===== config.mk =====
export PLATFORM = sky130hd
export DESIGN_NAME = ahb_arbiter_flat
export DESIGN_NICKNAME = d
export VERILOG_FILES = /design/src/rtl/ahb_pkg.sv /design/src/rtl/ahb_arbiter_if.sv /design/src/rtl/ahb_arb_pick.sv /design/src/rtl/ahb_arbiter.sv /design/src/flat_wrapper.sv
export SDC_FILE = /design/constraint.sdc
export NUM_CORES = 1
export LEC_CHECK = 0
export CAP_MARGIN = 30
export CORE_MARGIN = 10
export CORE_UTILIZATION = 40
export DETAILED_ROUTE_END_ITERATION = 16
export PLACE_DENSITY_LB_ADDON = 0.25
export SLEW_MARGIN = 10
export SYNTH_ARGS = -nofsm -noshare
export SYNTH_HDL_FRONTEND = slang
export SYNTH_SLANG_ARGS = --single-unit

===== constraint.sdc =====
create_clock -name hclk -period 1.5 [get_ports hclk]
set_input_delay 0.3 -clock hclk [delete_from_list [all_inputs] [get_ports hclk]]
set_output_delay 0.3 -clock hclk [all_outputs]
set_load 0.02 [all_outputs]

===== src/rtl/ahb_pkg.sv =====
// Shared AHB encodings and arbiter state type.
// Used by the arbiter, its winner selector and the bus interface.
package ahb_pkg;

  localparam logic [1:0] HTRANS_IDLE   = 2'b00;
  localparam logic [1:0] HTRANS_BUSY   = 2'b01;
  localparam logic [1:0] HTRANS_NONSEQ = 2'b10;
  localparam logic [1:0] HTRANS_SEQ    = 2'b11;

  localparam logic [1:0] HRESP_OKAY  = 2'b00;
  localparam logic [1:0] HRESP_ERROR = 2'b01;
  localparam logic [1:0] HRESP_RETRY = 2'b10;
  localparam logic [1:0] HRESP_SPLIT = 2'b11;

  typedef enum logic {
    PARK  = 1'b0,
    OWNED = 1'b1
  } arb_state_e;

endpackage


===== src/rtl/ahb_arbiter_if.sv =====
// Arbitration signals between the AHB masters/muxes and the arbiter.
// Handshake: a master holds hbusreq high until it sees its hgrant bit; grant only moves on boundaries or RETRY/SPLIT.
interface ahb_arbiter_if #(
  parameter int NUM_MASTERS = 2
);
  logic [NUM_MASTERS-1:0] hbusreq;
  logic [1:0]             htrans;
  logic                   hready;
  logic [1:0]             hresp;
  logic [NUM_MASTERS-1:0] hgrant;
  logic [1:0]             hmaster;
  logic [1:0]             hmaster_d;

  modport master (
    output hbusreq, htrans, hready, hresp,
    input  hgrant, hmaster, hmaster_d
  );

  modport slave (
    input  hbusreq, htrans, hready, hresp,
    output hgrant, hmaster, hmaster_d
  );
endinterface


===== src/rtl/ahb_arb_pick.sv =====
// Combinational winner selector: round-robin from start_i+1 or fixed lowest-index priority.
// With excl_i set the owner is skipped unless it is the only requester.
module ahb_arb_pick #(
  parameter int NUM_MASTERS = 2,
  parameter bit RR_EN       = 1'b0
) (
  input  logic [3:0] req_i,
  input  logic [1:0] owner_i,
  input  logic [1:0] start_i,
  input  logic       excl_i,
  output logic [1:0] winner_o,
  output logic       any_o
);

  logic [3:0] others;
  logic [3:0] cand;
  logic [1:0] idx;
  int         idx_int;
  logic       found;

  always_comb begin
    others   = req_i & ~(4'b0001 << owner_i);
    cand     = (excl_i && (others != 4'b0000)) ? others : req_i;
    any_o    = |req_i;
    winner_o = owner_i;
    found    = 1'b0;
    idx_int  = 0;
    idx      = 2'd0;
    for (int i = 0; i < NUM_MASTERS; i++) begin
      idx_int = RR_EN ? ((int'(start_i) + 1 + i) % NUM_MASTERS) : i;
      idx     = idx_int[1:0];
      if (!found && cand[idx]) begin
        winner_o = idx;
        found    = 1'b1;
      end
    end
  end

endmodule


===== src/rtl/ahb_arbiter.sv =====
// AHB bus arbiter with hold-limit and RETRY/SPLIT-forced re-arbitration.
// Define AHB_ARB_RR_EN for round-robin selection; otherwise fixed lowest-index priority.
module ahb_arbiter
  import ahb_pkg::*;
#(
  parameter int NUM_MASTERS    = 2,
  parameter int MAX_HOLD       = 16,
  parameter int DEFAULT_MASTER = 0
) (
  input  logic          hclk,
  input  logic          hreset,
  ahb_arbiter_if.slave  bus,
  output arb_state_e    state_o,
  output logic [7:0]    hold_cnt_o
);

  localparam logic [1:0] DEF_IDX  = 2'(DEFAULT_MASTER);
  localparam logic [7:0] HOLD_MAX = 8'(MAX_HOLD);
  localparam logic [NUM_MASTERS-1:0] DEF_GRANT = (NUM_MASTERS)'(1 << DEFAULT_MASTER);

  arb_state_e             state_q, state_d;
  logic [1:0]             owner_q, owner_d;
  logic [1:0]             mdata_q, mdata_d;
  logic [7:0]             hold_q, hold_d;
  logic [NUM_MASTERS-1:0] grant_q, grant_d;

  logic [3:0] req;
  logic [3:0] others;
  logic       owner_req, boundary, force_rsp, hold_hit, excl, rearb, any;
  logic [1:0] winner, start;

  assign req       = 4'(bus.hbusreq);
  assign owner_req = req[owner_q];
  assign others    = req & ~(4'b0001 << owner_q);
  assign boundary  = bus.hready && (bus.htrans == HTRANS_IDLE || bus.htrans == HTRANS_NONSEQ);
  assign force_rsp = bus.hready && (bus.hresp == HRESP_RETRY || bus.hresp == HRESP_SPLIT);
  assign hold_hit  = (state_q == OWNED) && (hold_q >= HOLD_MAX) && (others != 4'b0000);
  assign excl      = force_rsp || hold_hit;
  // RETRY/SPLIT ignores htrans; everything else waits for a burst boundary.
  assign rearb     = force_rsp ||
                     (boundary && (state_q == PARK || !owner_req || hold_hit));

`ifdef AHB_ARB_RR_EN
  localparam bit RR_EN = 1'b1;
  logic [1:0] ptr_q, ptr_d;

  assign start = ptr_q;

  always_comb begin
    ptr_d = ptr_q;
    if (rearb && any) ptr_d = winner;
  end

  always_ff @(posedge hclk) begin
    if (hreset) ptr_q <= DEF_IDX;
    else        ptr_q <= ptr_d;
  end
`else
  localparam bit RR_EN = 1'b0;
  assign start = owner_q;
`endif

  ahb_arb_pick #(
    .NUM_MASTERS (NUM_MASTERS),
    .RR_EN       (RR_EN)
  ) u_pick (
    .req_i    (req),
    .owner_i  (owner_q),
    .start_i  (start),
    .excl_i   (excl),
    .winner_o (winner),
    .any_o    (any)
  );

  always_comb begin
    state_d = state_q;
    owner_d = owner_q;
    hold_d  = hold_q;
    grant_d = '0;
    mdata_d = bus.hready ? owner_q : mdata_q;
    if (rearb) begin
      if (any) begin
        state_d = OWNED;
        owner_d = winner;
      end else begin
        state_d = PARK;
        owner_d = DEF_IDX;
      end
    end
    // An excluded round that falls back to the owner still restarts its hold window.
    if (state_q == PARK || state_d == PARK || owner_d != owner_q || (rearb && excl)) begin
      hold_d = 8'd0;
    end else if (bus.hready && hold_q < HOLD_MAX) begin
      hold_d = hold_q + 8'd1;
    end
    for (int i = 0; i < NUM_MASTERS; i++) begin
      grant_d[i] = (owner_d == 2'(i));
    end
  end

  always_ff @(posedge hclk) begin
    if (hreset) begin
      state_q <= PARK;
      owner_q <= DEF_IDX;
      mdata_q <= DEF_IDX;
      hold_q  <= 8'd0;
      grant_q <= DEF_GRANT;
    end else begin
      state_q <= state_d;
      owner_q <= owner_d;
      mdata_q <= mdata_d;
      hold_q  <= hold_d;
      grant_q <= grant_d;
    end
  end

  assign bus.hgrant    = grant_q;
  assign bus.hmaster   = owner_q;
  assign bus.hmaster_d = mdata_q;
  assign state_o       = state_q;
  assign hold_cnt_o    = hold_q;

endmodule


===== src/flat_wrapper.sv =====
// flat-port wrapper written by rule: the top's interface ports become plain ports
module ahb_arbiter_flat import ahb_pkg::*;
#(
  parameter int NUM_MASTERS    = 2,
  parameter int MAX_HOLD       = 16,
  parameter int DEFAULT_MASTER = 0
)
  (hclk, hreset, state_o, hold_cnt_o, bus_hbusreq, bus_htrans, bus_hready, bus_hresp, bus_hgrant, bus_hmaster, bus_hmaster_d);
  ahb_arbiter_if #(.NUM_MASTERS(NUM_MASTERS)) bus_i ();
  input  logic hclk;
  input  logic hreset;
  output arb_state_e state_o;
  output logic [7:0] hold_cnt_o;
  input wire logic [$bits(bus_i.hbusreq)-1:0] bus_hbusreq;
  input wire logic [$bits(bus_i.htrans)-1:0] bus_htrans;
  input wire logic [$bits(bus_i.hready)-1:0] bus_hready;
  input wire logic [$bits(bus_i.hresp)-1:0] bus_hresp;
  output wire logic [$bits(bus_i.hgrant)-1:0] bus_hgrant;
  output wire logic [$bits(bus_i.hmaster)-1:0] bus_hmaster;
  output wire logic [$bits(bus_i.hmaster_d)-1:0] bus_hmaster_d;
  assign bus_i.hbusreq = bus_hbusreq;
  assign bus_i.htrans = bus_htrans;
  assign bus_i.hready = bus_hready;
  assign bus_i.hresp = bus_hresp;
  assign bus_hgrant = bus_i.hgrant;
  assign bus_hmaster = bus_i.hmaster;
  assign bus_hmaster_d = bus_i.hmaster_d;
  ahb_arbiter #(.NUM_MASTERS(NUM_MASTERS), .MAX_HOLD(MAX_HOLD), .DEFAULT_MASTER(DEFAULT_MASTER)) u_core (.hclk(hclk), .hreset(hreset), .bus(bus_i), .state_o(state_o), .hold_cnt_o(hold_cnt_o));
endmodule

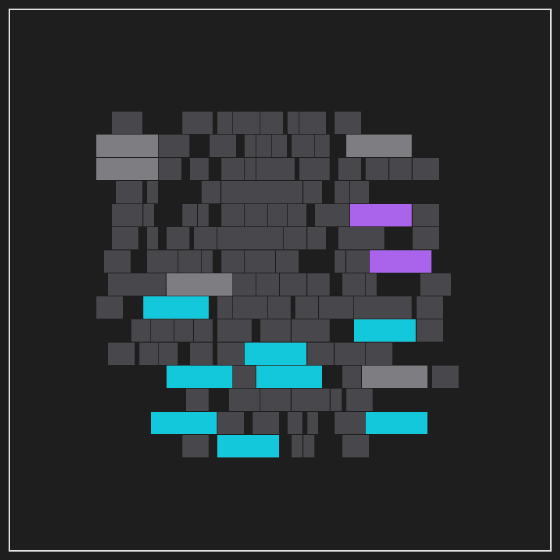
ff_map.png
Other sequential cells in the stronger grey, the rest of the logic in the fainter grey.
legend:
  `u_core.hold_cnt_o`:
    colour: cyan
    placed_flops: 8
  `u_core.bus.hgrant`:
    colour: purple
    placed_flops: 2
not coloured: 5

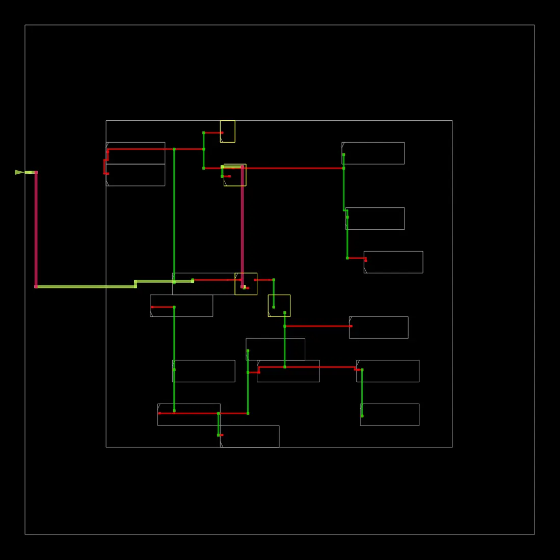
clock_nets.png
clock skew: 3.53 ps
clk_lat worst skew: 290 ps
TritonCTS buffer count: 3

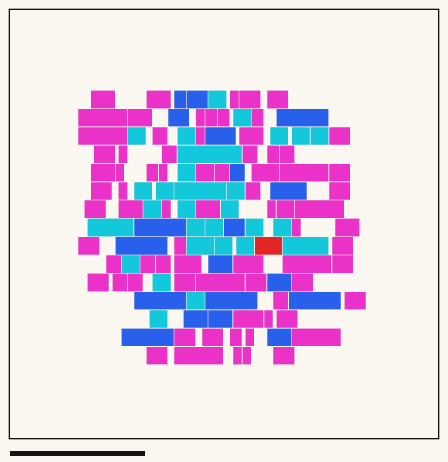
sizing.png
Scale bar: 20 um.
legend:
  x6 and larger:
    colour: red
    cells: 1
  x3 and x4:
    colour: cyan
    cells: 29
  x1 and smaller:
    colour: magenta
    cells: 76
  x2:
    colour: blue
    cells: 19

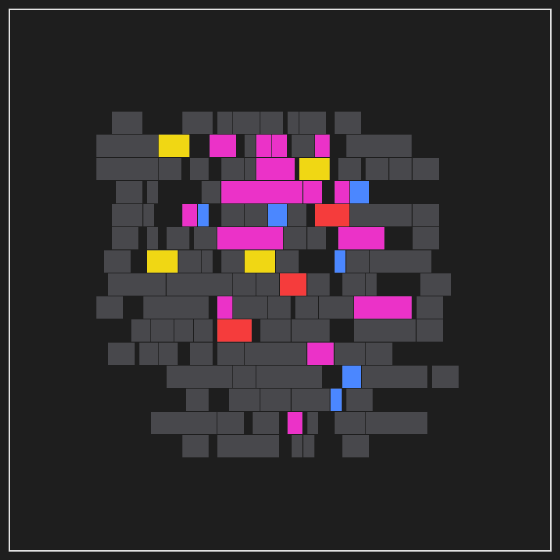
gates.png
legend:
  nand cells:
    colour: blue
    cells: 6
  mux cells:
    colour: yellow
    cells: 4
  non-inverting ao/oa cells:
    colour: red
    cells: 3
  aoi and oai cells:
    colour: magenta
    cells: 15

==> ci_impl_report.md <==
### Yosys + OpenROAD results

| Metric | Value |
|---|---|
| Post-synth net total | `93` |
| CTS sink count | `15` |
| Final WS setup | `-212 ps` |
| FF-to-FF path depth | `5` |
| Hold_sp | `u_core.bus.hmaster_d[0]` |
| Critical Path End Type | `flip-flop` |
| Ant. Diodes | `0` |
| DP Worst Slack | `-554 ps` |
| Worst reg2reg endpoint | `u_core.hold_cnt_o[4]` |
| Yosys Instances | `82` |
| RePlAce Congestion | `0.828` |
| Layout cell share with drive strength beyond 1 | `39.2%` |
| Failing checks | `negative setup slack` |
| Global route hottest layer | `met2` |
| Power after layout | `0.811 mW` |
| Crit path max fanout | `5` |
| Post-DR wirelength/cell | `14.3 um` |
| Die area | `4050 um^2` |
| Max_slew headroom | `72.8%` |
| Worst EP required | `1720 ps` |
| CTS max path bufs | `2` |
| Met3 usage | `5.48%` |
| Actual slew at the worst max-slew pin | `405 ps` |
| I/O Pins | `24` |
| Final setup vio count | `11` |
| Tool warnings | `33` |
| Chip width | `63.6 um` |
| Total gr overflow | `0` |
| Status | `complete, but fails checks` |
| Synthesized registers | `15` |
| PD cells | `658 nW/um^2` |
-- worst max-delay path: stages (launching register included) --
cell and delay (ps):
dfxtp_2 340, o41a_1 500, o311ai_4 130, a21oi_2 120, or3b_4 440, nor3_2 110
-- state kept, by name, summed over array words and instances (netlist names) --
name,count
u_core.bus.hmaster_d,2
u_core.hold_cnt_o,8
u_core.bus.hgrant,2
u_core.state_o,1
u_core.bus.hmaster,2
-- layer usage --
| metal | wire [um] | vias up |
|---|---|---|
| met2 | 977 | 25 |
| li1 | - | 379 |
| met3 | 201 | 6 |
| met1 | 926 | 367 |
| met5 | 0 | - |
| met4 | 44 | 0 |
-- repair_timing --
action | CTS | global route
buffers inserted | 3 | 0
setup endpoints to repair | 26 | 11
gates resized | 19 | 12
pin swaps | 10 | 8
-- cell families (layout without fill, tap and decap cells) --
| kind of cell | Yosys count | after routing | synth area share [%] |
|---|---|---|---|
| compound gates | 18 | 18 | 17.8 |
| xor+xnor | 3 | 3 | 3.45 |
| fa+ha+maj | 2 | 2 | 3.29 |
| buf+inv | 8 | 51 | 4.11 |
| flops | 15 | 15 | 39.5 |
| mux | 4 | 4 | 5.26 |
| simple gates | 32 | 32 | 26.6 |
-- layout make-up --
| class | count | area, um^2 |
|---|---|---|
| clock buffer | 3 | 22.5 |
| fill | 148 | 532 |
| tap | 25 | 31.3 |
| multi-input combinational | 59 | 492 |
| clock inverter | 1 | 5.00 |
| sequential | 15 | 309 |
| inverter | 4 | 15.0 |
| timing repair buffer | 43 | 358 |
-- through the flow --
stage | utilization, % | setup TNS (ps) | instance area (um^2)
3_3_place_gp | 64.5 | -4930 | 1140
5_1_grt | 69.9 | -2310 | 1230
4_1_cts | 66.7 | -1580 | 1180
3_5_place_dp | 64.5 | -5640 | 1140
6_report | 69.9 | -1770 | 1230
2_1_floorplan | - | -684 | 776
-- layout by cell type, fill, tap and decap left out, types with 2 or more instances in the layout --
cell and n:
buf_4 21, dlygate4sd2_1 17, dfxtp_1 8, nor2_1 7, dfxtp_2 7, nor3_2 5
inv_1 4, mux2i_1 4, clkdlybuf4s50_1 4, and2_1 3, o21ai_1 3, nand2_1 3
and3_1 3, clkbuf_4 3, nor3b_1 2, o21ai_0 2, nand4_1 2, a21oi_1 2
xor2_1 2, ha_1 2
-- worst max-delay path by stage --
stage | to | slack [ps] | depth (start not counted)
floorplan | u_core.hold_cnt_o[4] | -120 | 5
global placement | u_core.hold_cnt_o[4] | -510 | 6
detailed placement | u_core.bus.hgrant[0] | -550 | 7
CTS | u_core.hold_cnt_o[4] | -190 | 5
global route | u_core.hold_cnt_o[3] | -250 | 5
finish | u_core.hold_cnt_o[4] | -210 | 5
-- power by group --
part / internal, mW / switching [mW] / leakage, nW / total [mW]
logic: 0.0809 / 0.0801 / 0.409 / 0.161
registers: 0.405 / 0.00452 / 0.125 / 0.410
clock network: 0.0991 / 0.141 / 0.0177 / 0.240
total: 0.585 / 0.226 / 0.551 / 0.811
Power is estimated from default activity; no workload was simulated.
